<file path="config.mk">
export PLATFORM = sky130hd
export DESIGN_NAME = read_data_slave
export DESIGN_NICKNAME = d
export VERILOG_FILES = /design/src/rtl/axi_pkg.sv /design/src/rtl/axi_addr_gen.sv /design/src/rtl/read_data_slave.sv
export SDC_FILE = /design/constraint.sdc
export NUM_CORES = 1
export LEC_CHECK = 0
export ABC_AREA = 1
export CORE_MARGIN = 10
export CORE_UTILIZATION = 50
export DETAILED_ROUTE_END_ITERATION = 16
export PLACE_DENSITY = 0.73
export SKIP_CTS_REPAIR_TIMING = 1
export SYNTH_ARGS = -nofsm -noshare
export SYNTH_HDL_FRONTEND = slang
export SYNTH_SLANG_ARGS = --single-unit
</file>
<file path="constraint.sdc">
create_clock -name aclk -period 5.92 [get_ports aclk]
set_input_delay 1.776 -clock aclk [delete_from_list [all_inputs] [get_ports aclk]]
set_output_delay 1.776 -clock aclk [all_outputs]
set_load 0.005 [all_outputs]
</file>
<file path="src/rtl/axi_pkg.sv">
// axi_pkg: AXI encodings, response codes, FSM state constants and request-legality helper
package axi_pkg;
  typedef logic [1:0] burst_t;
  typedef logic [2:0] size_t;
  typedef logic [1:0] resp_t;
  typedef logic [1:0] state_t;
  localparam burst_t BURST_FIXED = 2'b00;
  localparam burst_t BURST_INCR  = 2'b01;
  localparam burst_t BURST_WRAP  = 2'b10;
  localparam burst_t BURST_RSVD  = 2'b11;
  localparam size_t SIZE_1B = 3'd0;
  localparam size_t SIZE_2B = 3'd1;
  localparam size_t SIZE_4B = 3'd2;
  localparam resp_t RESP_OKAY   = 2'b00;
  localparam resp_t RESP_SLVERR = 2'b10;
  localparam state_t ST_IDLE = 2'd0;
  localparam state_t ST_READ = 2'd1;
  localparam state_t ST_WAIT = 2'd2;
  localparam state_t ST_SEND = 2'd3;
  // A request is flagged for the whole burst when the beat is wider than the
  // 32-bit bus, the burst type is reserved, or a WRAP length is not 2/4/8/16.
  function automatic logic req_illegal(input size_t size, input logic [7:0] len, input burst_t burst);
    return size > SIZE_4B || burst == BURST_RSVD ||
           (burst == BURST_WRAP && !(len inside {8'd1, 8'd3, 8'd7, 8'd15}));
  endfunction
endpackage

</file>
<file path="src/rtl/axi_addr_gen.sv">
// axi_addr_gen: combinational next-beat address for FIXED/INCR/WRAP bursts
//   addr/size/len/burst: current beat address and burst attributes
//   boundary: wrap boundary (only used for WRAP); next_addr: following beat address
module axi_addr_gen
  import axi_pkg::*;
#(
  parameter int ADDR_W = 16
) (
  input  logic [ADDR_W-1:0] addr,
  input  size_t             size,
  input  logic [7:0]        len,
  input  burst_t            burst,
  input  logic [ADDR_W-1:0] boundary,
  output logic [ADDR_W-1:0] next_addr
);
  logic [ADDR_W:0] bytes, total, inc;
  assign bytes = (ADDR_W+1)'(1) << size;
  assign total = ((ADDR_W+1)'(len) + (ADDR_W+1)'(1)) << size;
  // One extra bit keeps the wrap compare correct when the window ends at 2^ADDR_W.
  assign inc = {1'b0, addr} + bytes;
  assign next_addr = burst == BURST_FIXED ? addr :
                     (burst == BURST_WRAP && inc >= {1'b0, boundary} + total) ? boundary :
                     inc[ADDR_W-1:0];
endmodule

</file>
<file path="src/rtl/read_data_slave.sv">
// read_data_slave: AXI read-data responder, one memory read per R beat
//   aclk/areset: clock, async active-high reset
//   start + start_*: accepted AR request; busy: burst in progress
//   mem_en/mem_addr -> memory, mem_rdata/mem_err <- memory one cycle later
//   rdata/rresp/rlast/rvalid/rready: R channel
module read_data_slave
  import axi_pkg::*;
#(
  parameter int ADDR_W = 16,
  parameter int DATA_W = 32
) (
  input  logic              aclk,
  input  logic              areset,
  input  logic              start,
  input  logic [ADDR_W-1:0] start_addr,
  input  logic [7:0]        start_len,
  input  logic [2:0]        start_size,
  input  logic [1:0]        start_burst,
  output logic              busy,
  output logic              mem_en,
  output logic [ADDR_W-1:0] mem_addr,
  input  logic [DATA_W-1:0] mem_rdata,
  input  logic              mem_err,
  output logic [DATA_W-1:0] rdata,
  output logic [1:0]        rresp,
  output logic              rlast,
  output logic              rvalid,
  input  logic              rready
);
  state_t            state;
  logic [ADDR_W-1:0] cur_addr, boundary, next_addr, wrap_mask;
  logic [7:0]        len_q, beat_cnt;
  size_t             size_q;
  burst_t            burst_q;
  logic              req_err, start_bad;
  assign start_bad = req_illegal(start_size, start_len, start_burst);
  // Only meaningful for legal WRAP requests, whose window is a power of two.
  assign wrap_mask = ((ADDR_W'(start_len) + ADDR_W'(1)) << start_size) - ADDR_W'(1);
  assign busy     = state != ST_IDLE;
  assign mem_en   = state == ST_READ;
  assign mem_addr = cur_addr;
  axi_addr_gen #(.ADDR_W(ADDR_W)) u_addr_gen (
    .addr      (cur_addr),
    .size      (size_q),
    .len       (len_q),
    .burst     (burst_q),
    .boundary  (boundary),
    .next_addr (next_addr)
  );
  always_ff @(posedge aclk or posedge areset) begin
    if (areset) begin
      state    <= ST_IDLE;
      cur_addr <= '0;
      boundary <= '0;
      beat_cnt <= '0;
      len_q    <= '0;
      size_q   <= SIZE_1B;
      burst_q  <= BURST_FIXED;
      req_err  <= 1'b0;
      rdata    <= '0;
      rresp    <= RESP_OKAY;
      rlast    <= 1'b0;
      rvalid   <= 1'b0;
    end else begin
      case (state)
        ST_IDLE: if (start) begin
          // Flagged requests still walk len+1 beats, as INCR of at most 4 bytes.
          cur_addr <= start_addr;
          boundary <= start_addr & ~wrap_mask;
          beat_cnt <= '0;
          len_q    <= start_len;
          size_q   <= start_bad && start_size > SIZE_4B ? SIZE_4B : start_size;
          burst_q  <= start_bad ? BURST_INCR : start_burst;
          req_err  <= start_bad;
          state    <= ST_READ;
        end
        ST_READ: state <= ST_WAIT;
        ST_WAIT: begin
          rdata  <= req_err ? '0 : mem_rdata;
          rresp  <= req_err || mem_err ? RESP_SLVERR : RESP_OKAY;
          rlast  <= beat_cnt == len_q;
          rvalid <= 1'b1;
          state  <= ST_SEND;
        end
        default: if (rready) begin
          rvalid <= 1'b0;
          if (rlast) state <= ST_IDLE;
          else begin
            beat_cnt <= beat_cnt + 8'd1;
            cur_addr <= next_addr;
            state    <= ST_READ;
          end
        end
      endcase
    end
  end
endmodule
</file>
==> run_1/met1.png <==
Drawn at 3 px/um. Supply wires on this layer in gray.
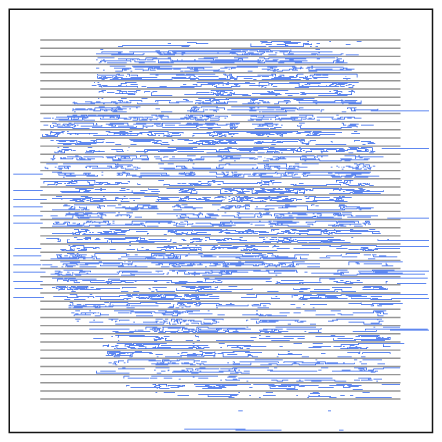
longest straight run: 35.9 um
share of all routed wire: 47%
main direction: horizontal
nets with wire on the layer: 1116
Post-Route WL: 20700 um
DR vias: 7093
met1 GRT Util: 28.6%

==> run_1/met2.png <==
Drawn at 2 px/um. Cells faint in the background.
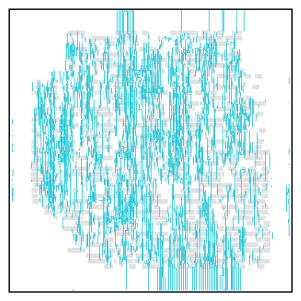
wire length on this layer: 9410 um
main direction: vertical
share of all routed wire: 45%
nets with wire on the layer: 980
met2 usage: 32.7%

==> run_1/met3.png <==
Drawn at 3 px/um.
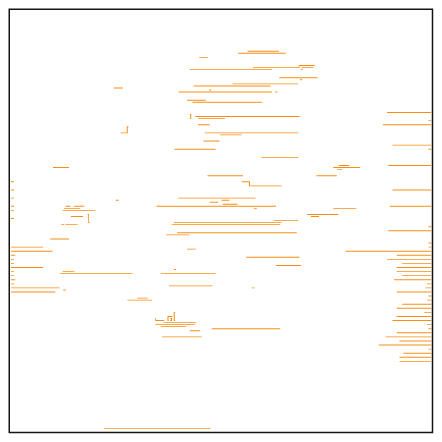
wire length on this layer: 1280 um
longest straight run: 39.6 um
share of all routed wire: 6.2%

==> impl_metrics.tcl, run 1 <==
# collected from the flow reports
set metrics [dict create \
    dp_hpwl_um 16700 \
    end_kind "register" \
    cp-startpoint "len_q[0]" \
    ys_area_mm2 0.00727 \
    dr_wl_met3_um 1280 \
    critPathBufInv 0 \
    signal_buffers 126 \
    grt_pass1_vias 6902 \
    nFlopsAndLatches 91 \
    rows 44 \
    nets 1216 \
    design_area_mm2 0.00888 \
    cp_common_cell "nand2_1" \
    combPwrFrac_pct 62.4 \
    holdPathEnd "rresp[1]" \
    status "finished, final reports clean" \
    seqPwrFrac_pct 24.7 \
    cp.required_ns 6.15 \
    critPathKind "register to register" \
    root_buffer "clkbuf_16" \
    start_kind "register" \
    max-vdd-ir-drop_mv 0.251 \
    fin_crit_sh_pct 84.2 \
    aoi_share_pct 15.7 \
    route.top_layer_used "met4" \
    tightestPinTransition_ns 1.17 \
    clk_path_buf_depth 2 \
    cts_buffers 9 \
    most_common_cell "nand2_1" \
    flop_cell "dfrtp_1" \
    ios 120 \
    comb_area_share_pct 49.9 \
    final_cell_mix "nand2_1, clkdlybuf4s50_1, dfrtp_1" \
    clkLatencyLatePin_ns 0.35 \
    p_clk_mw 0.588 \
    wl_per_cell_um 16.1 \
    via_per_inst 5.52 \
    power.total_mw 4.58 \
    fa_ha_area_share_pct 9.33 \
    synthMuxAreaShare_pct 0.826 \
    postPlaceCellArea_mm2 0.00858 \
    cts.sinks 91 \
    power.share.clock_pct 12.8 \
    yosys-stat-cells 997 \
    dp_slack_ns 0.990 \
    chipArea_mm2 0.0198 \
    worstHoldStart "rresp[1]" \
    top_register "rdata" \
]
## Run 2: what changed since run 1
clock period = 5.1 ns   (was 5.92 ns; I/O delays follow)
==> run 2 against run 1 <==
  * Hold slack worse by 0.018 ns
  * Sequential share of layout area decreased by 0.29 points
  * Register-to-register slack worse by 0.40 ns
  * Synthesized cell count stayed put
  * Largest cell class unchanged
==> impl_metrics.tcl, run 2 <==
# collected from the flow reports
set metrics [dict create \
    nFlopsAndLatches 91 \
    cts.sinks 91 \
    power.share.clock_pct 12.1 \
    synthMuxAreaShare_pct 0.826 \
    grtUsageMet2_pct 33.6 \
    worstHoldStart "rresp[1]" \
    nets 1226 \
    cp-startpoint "len_q[2]" \
    most_common_cell "nand2_1" \
    max-vdd-ir-drop_mv 0.350 \
    start_kind "register" \
    comb_area_share_pct 49.7 \
    signal_buffers 136 \
    cp_common_cell "nand2_1" \
    fin_crit_sh_pct 89.6 \
    top_register "rdata" \
    fa_ha_area_share_pct 9.33 \
    ios 120 \
    critPathKind "register to register" \
    end_kind "register" \
    aoi_share_pct 15.7 \
    seqPwrFrac_pct 24.1 \
    root_buffer "clkbuf_16" \
    cts_buffers 9 \
    chipArea_mm2 0.0198 \
    p_clk_mw 0.659 \
    num_vias 7119 \
    dp_hpwl_um 16700 \
    route.top_layer_used "met4" \
    critPathBufInv 3 \
    power.total_mw 5.45 \
    holdPathEnd "rresp[1]" \
    status "finished, final reports clean" \
    clkLatencyLatePin_ns 0.36 \
    dr_wl_met3_um 1280 \
    wl_um 21000 \
    wl_per_cell_um 16.2 \
]
==> run_2/met3.png <==
Drawn at 3 px/um.
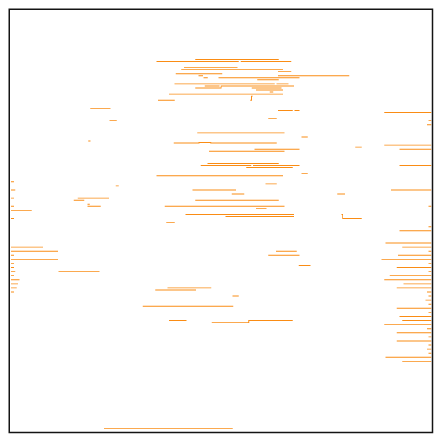
share of all routed wire: 6.1%
wire length on this layer: 1280 um
nets with wire on the layer: 110

